Fig. 1: run 1, the clock network
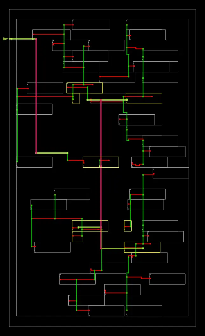
Fig. 2: run 1, wire density map
Scale: 6 px per um. The die is cut into 10 by 16 equal tiles; black is low, pale yellow is high, scaled to the fullest tile. Values are wire area over tile area, all layers added.
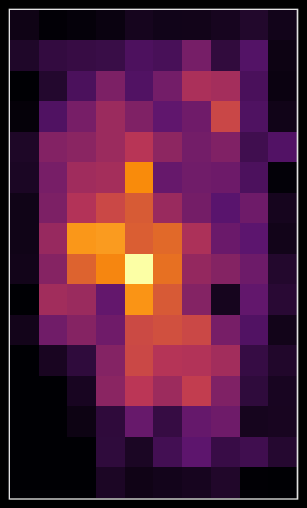
Fig. 3: run 1, register map, names as in the netlist
Scale: 6 px per um. Other sequential cells in the stronger grey, the rest of the logic in the fainter grey.
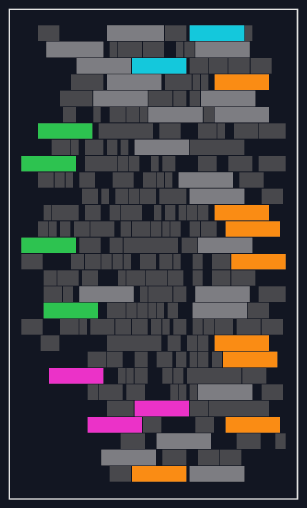
==> config.mk <==
export PLATFORM = sky130hd
export DESIGN_NAME = uart_rx
export DESIGN_NICKNAME = d
export VERILOG_FILES = /design/src/rtl/uart_rx.sv
export SDC_FILE = /design/constraint.sdc
export NUM_CORES = 1
export LEC_CHECK = 0
export CAP_MARGIN = 0
export CORE_ASPECT_RATIO = 1.75
export CORE_MARGIN = 1.5
export CORE_UTILIZATION = 55
export CTS_BUF_LIST = sky130_fd_sc_hd__clkbuf_16
export DETAILED_ROUTE_END_ITERATION = 6
export GPL_TIMING_DRIVEN = 0
export PLACE_DENSITY = 0.89
export SLEW_MARGIN = 20
export SYNTH_ARGS = -nofsm -noshare
export SYNTH_HDL_FRONTEND = slang
export SYNTH_SLANG_ARGS = --single-unit
==> constraint.sdc <==
create_clock -name i_clk -period 2.1 [get_ports i_clk]
set_input_delay 0.63 -clock i_clk [delete_from_list [all_inputs] [get_ports i_clk]]
set_output_delay 0.63 -clock i_clk [all_outputs]
set_load 0.05 [all_outputs]
==> impl_metrics.py, run 1 <==
# Physical implementation metrics
metrics = {
    "outcome": {
        "status": "finished clean",
    },
    "cts": {
        "insertion_delay_ns": 0.28,
        "clockBufferDepth": 2,
        "cts_root_buf": "clkbuf_16",
        "cts_tree": "yes",
        "path_clk_slew_ns": 0.06,
    },
    "yosys": {
        "netlist_instances": 185,
        "syn_area_um2": 1930,
        "synthFlopType": "dfrtp_1",
        "ys_seq_share_pct": 48.1,
        "yosysWarnings": 0,
        "ys_ff": 37,
        "post-synth-top-area-cell": "dfrtp_1",
        "mux_area_share_pct": 10.4,
    },
    "routing": {
        "route.detailed.drc": 0,
        "wl_met2_um": 2310,
        "via_per_inst": 5.95,
    },
    "die": {
        "die_w_um": 47.8,
        "fp_util_pct": 57.4,
        "die-area_um2": 3890,
        "core.rowCount": 28,
    },
    "pwr": {
        "p_comb_share_pct": 36.0,
        "power.internal_mw": 1.68,
        "switching_share_pct": 34.3,
        "vdd_drop_max_uv": 899,
    },
    "final_timing": {
        "setup_viol": 0,
        "final_max_slew_viol_count": 0,
        "finalCriticalPeriod_ns": 2.06,
        "fin_worst_hold_slack_ns": 0.259,
        "setup_ws_ns": 0.0390,
    },
    "finish": {
        "drive_gt1_share_pct": 14.2,
        "diodes": 0,
        "area_delta_synth_final_pct": 21.9,
    },
    "setup_path": {
        "worstPathMaxFanout": 2,
        "crit_buf_inv": 1,
    },
    "placed_design": {
        "dp_hpwl_um": 2840,
        "dp_cells": 249,
    },
    "run": {
        "maxCapViolations": 0,
    },
}
## Picture notes: Fig. 1
clock skew: 0.00181 ns
CTS Buf Count: 5

## Picture notes: Fig. 2
The fullest tile reaches 0.64. The mean over all tiles is 0.16. 12% of the tiles are nearly empty. The densest ninth of the die: middle. The emptiest ninth of the die: bottom left.
detailed-route via count: 1528
Total Wirelength: 3960 um
GRT Resource Usage Total: 23.5%

## Picture notes: Fig. 3
par_q: in cyan, placed flops 2. o_rx_data: in orange, placed flops 8. bcnt_q: in magenta, placed flops 3. tcnt_q: in green, placed flops 4.
Another 20 sequential cells are not coloured.
seq pwr: 0.917 mW
Reg area: 928 um^2
Final Util: 70.0%
Seq/total area: 39.4%

run 1: cells by family (layout without fill, tap and decap cells):
family | after synthesis | after routing
mux | 17 | 17
simple gates | 52 | 52
compound gates | 47 | 47
fa+ha+maj | 3 | 3
xor+xnor | 12 | 12
buf+inv | 17 | 44
flops | 37 | 37
run 1: metrics by stage:
stage	TNS (ns)	power, mW
after floorplan	0	1.62
after global placement	-16.56	1.78
after detailed placement	-2.85	1.82
after CTS	0	2.55
after global routing	0	2.70
final	0	2.55
run 1: area by class of cell:
type,instances,share of cell area (%)
plain buffers,10,2.45
clock buffers,5,5.32
clock inverters,3,0.744
inverters,7,1.12
multi-input cells,131,39.6
flip-flops and latches,37,39.4
well taps,45,2.39
repair buffers,19,8.93
run 1: power groups by stage:
stage / Clock (mW) / Sequential (mW) / Combinational, mW
after floorplan: 0 / 0.902 / 0.719
after global placement: 0 / 0.920 / 0.859
after detailed placement: 0 / 0.924 / 0.891
after CTS: 0.722 / 0.914 / 0.910
after global routing: 0.749 / 0.929 / 1.02
final: 0.719 / 0.917 / 0.919
run 1: cells in the final DEF, fill, tap and decap left out, types with 2 or more instances in the layout:
cell type	netlist	layout
nand3_1	4	3
dfstp_2	2	2
a31oi_1	5	5
a22o_1	3	3
nor3_2	1	2
nor3_1	4	3
o21a_1	4	4
nor2_1	15	15
nand3b_1	2	2
clkbuf_1	3	3
ha_1	3	3
mux2i_1	2	2
buf_2	5	5
nand2b_1	3	3
clkinv_2	0	2
nor2b_1	2	2
mux2_1	11	11
a21oi_1	2	2
xnor2_1	9	9
nor3b_1	4	4
o31ai_1	2	2
mux2_4	3	3
clkbuf_16	0	5
clkdlybuf4s50_1	0	14
buf_4	1	2
dfrtp_1	35	35
xor2_1	3	3
o21ai_0	5	5
dlymetal6s2s_1	0	3
o21ai_1	18	18
nand2_1	9	9
inv_1	7	7
or3b_1	2	2
run 1: synth_stat cells (all sizes together), types with 2 or more instances:
cell type,count
nor2,15
xnor2,9
dfstp,2
mux2,15
nor3,5
nor3b,4
nand3,4
nand3b,2
o21ai,23
o21a,4
nand2b,3
a31oi,5
a22o,3
or3b,2
a21oi,2
o31ai,3
clkbuf,3
buf,7
nor2b,2
inv,7
ha,3
dfrtp,35
xor2,3
nand2,9
mux2i,2
run 1: routing by layer:
layer	vias up	GRT usage (%)
li1	712	-
met1	764	24.6
met4	0	10.8
met3	12	4.22
met5	-	0
met2	40	42.3
run 1: what timing repair did:
action,CTS,global route
buffers inserted,0,0
gates resized,2,5
setup endpoints to repair,5,7
hold buffers,0,0
pin swaps,0,0
Fig. 4: run 1, met3 routing
Scale: 8 px per um.
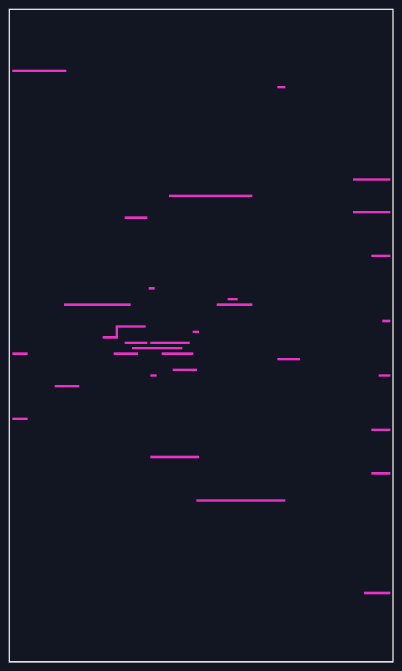

==> inputs of run 2 (changes only) <==
- ABC_AREA: unset -> 1
Fig. 5: run 2, met3 routing
Scale: 8 px per um.
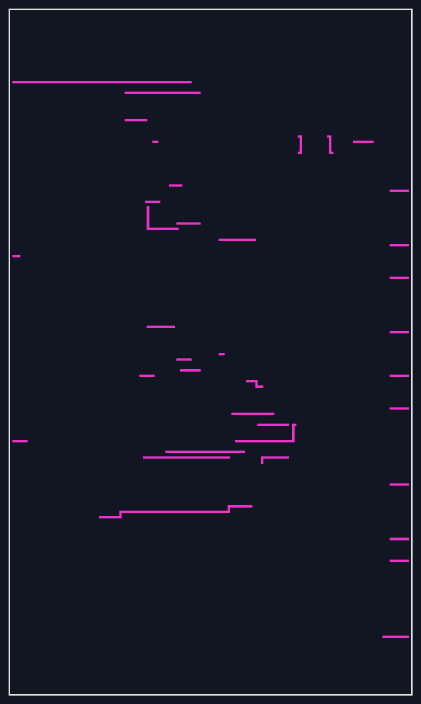
The longest straight run is 22.1 um. The layer holds 3.4% of the routed length. 30 nets have wire on it. The layer carries 156 um of wire.
Total Wirelength: 4560 um
detailed-route via count: 1929

Fig. 6: run 2, cell sizes after repair
Scale: 8 px per um.
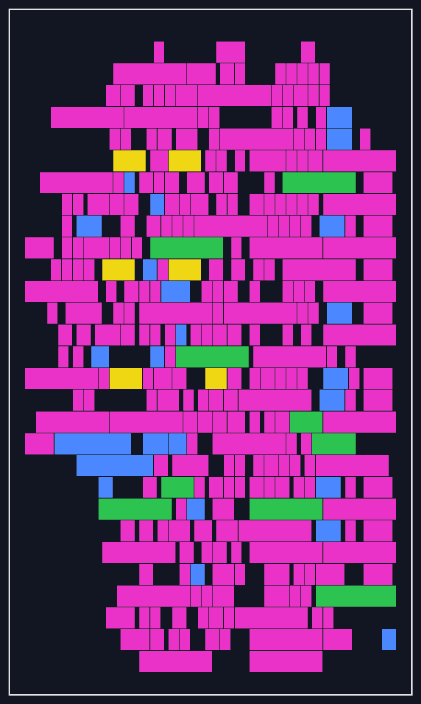
drive 2: in blue, cells 24, most used o21ai_2. drive 1 or less: in magenta, cells 273, most used nand2_1. drive 3 to 4: in yellow, cells 6, most used nor2_4. drive 6 and up: in green, cells 9, most used clkbuf_16.
Signal buffers: 25
fin worst setup slack: 0.0314 ns

==> impl_metrics.py, run 2 <==
# Physical implementation metrics
metrics = {
    "final_timing": {
        "hold_violations": 0,
        "finalCriticalPeriod_ns": 2.07,
        "fin_worst_hold_slack_ns": 0.306,
        "setup_viol": 0,
        "final_max_slew_viol_count": 0,
        "fin_skew_ns": 0.00708,
    },
    "routing": {
        "drt_iter0_drc": 58,
        "route.detailed.drc": 0,
        "via_per_inst": 5.39,
    },
    "yosys": {
        "yosysWarnings": 0,
        "edf_count": 0,
        "syn-mean-instance-area_um2": 7.53,
        "synthFlopType": "dfrtp_1",
        "synth_top_cell_by_count": "nand2_1",
        "netlist_instances": 284,
        "ys_ff": 37,
        "syn_area_um2": 2140,
        "topCellsByArea": "dfrtp_1 41%, nand2_1 19%, nand3_1 5.6%, inv_1 4.4%, o21ai_0 4.0%",
        "ys_top_cells_by_count": "109 x nand2_1, 35 x dfrtp_1, 25 x inv_1, 24 x nand3_1, 17 x o21ai_0",
        "post-synth-top-area-cell": "dfrtp_1",
        "ys_seq_share_pct": 43.4,
    },
    "die": {
        "die-area_um2": 4290,
        "die_w_um": 50.1,
        "core.rowCount": 29,
        "fp_util_pct": 58.4,
    },
    "setup_path": {
        "worstPathMaxFanout": 2,
        "critPathTopFamily": "buffers and inverters",
        "crit_buf_inv": 1,
        "slowest_stage": "clkdlybuf4s50_1",
        "required_ns": 1.47,
        "start_kind": "flip-flop",
    },
    "pwr": {
        "p_leak_nw": 1.31,
        "vdd_drop_max_uv": 716,
    },
    "finish": {
        "nNetsFinal": 322,
        "drive_gt1_share_pct": 12.5,
        "layout_top_cell": "nand2_1",
        "final_layout_top_logic_cells": "109 x nand2_1, 35 x dfrtp_1, 26 x inv_1",
        "area_delta_synth_final_pct": 19.2,
        "diodes": 0,
    },
    "cts": {
        "cts.sinks": 37,
        "cts_buffers": 5,
        "cts_root_buf": "clkbuf_16",
        "cts_tree": "yes",
        "cts_hold_buf": 0,
        "insertion_delay_ns": 0.28,
        "path_clk_slew_ns": 0.05,
        "clockBufferDepth": 2,
    },
    "outcome": {
        "status": "finished clean",
    },
    "min_path": {
        "hold_class": "in2async",
    },
    "placed_design": {
        "gp_congestion": 0.872,
        "post-place-ws_ns": -0.146,
        "dp_hpwl_um": 3440,
    },
    "grt": {
        "antenna_found_initial": 0,
        "grt_use_total_pct": 24.4,
    },
    "run": {
        "maxCapViolations": 0,
    },
}
[run 2: cell count changes in the layout (fill, tap and decap cells not counted), sizes merged, moves of 7 or more]
cell   change
nand3     +21
xnor2      -7
mux2      -15
nand2    +103
inv       +21
[run 2: per-layer routing]
layer / GRT usage (%) / up-vias / wire (um)
met5: 0 / - / 0
met4: 12.6 / 0 / 111
met3: 4.18 / 10 / 156
met2: 47.7 / 54 / 2640
met1: 22.8 / 895 / 1660
li1: - / 970 / -
[run 2: where the power goes]
part	internal [mW]	switching [mW]	leakage, nW
clock network	0.430	0.269	0.0748
logic	0.285	0.560	0.739
registers	0.802	0.0871	0.498
total	1.52	0.916	1.31
[run 2: logic make-up (layout without fill, tap and decap cells)]
logic type               Yosys count  count (layout)  share of synthesized area [%]
buffers and inverters             33              61                           7.19
AND-OR/OR-AND                     43              43                           13.0
XOR/XNOR                           4               4                           1.64
adder cells (fa/ha/maj)            3               3                           1.75
AND/OR/NAND/NOR                  164             164                           33.0
flip-flops                        37              37                           43.4
[run 2: metrics by stage]
step                      utilization, %  instances  TNS (ns)  instance area [um^2]  power (mW)
after floorplan                        -        284         0                  2140        1.51
after global placement              64.9        348    -14.92                  2380        1.67
after detailed placement            65.5        349     -1.26                  2400        1.71
after CTS                           69.3        357         0                  2540        2.42
after global routing                69.6        358         0                  2550        2.60
final                               69.6        358         0                  2550        2.43
[run 2: what timing repair did]
| action | CTS | global route |
|---|---|---|
| gates resized | 0 | 1 |
| buffers inserted | 0 | 1 |
| endpoints found under the setup margin | 0 | 1 |
[run 2: area by class of cell]
class,count,area (um^2),area share [%]
clock inverters,3,13.8,0.539
repair buffers,20,210,8.24
well taps,46,57.6,2.26
multi-input cells,214,1060,41.6
plain buffers,5,47.5,1.86
flip-flops and latches,37,928,36.4
inverters,28,106,4.17
clock buffers,5,125,4.90
Power and IR drop assume default switching activity.
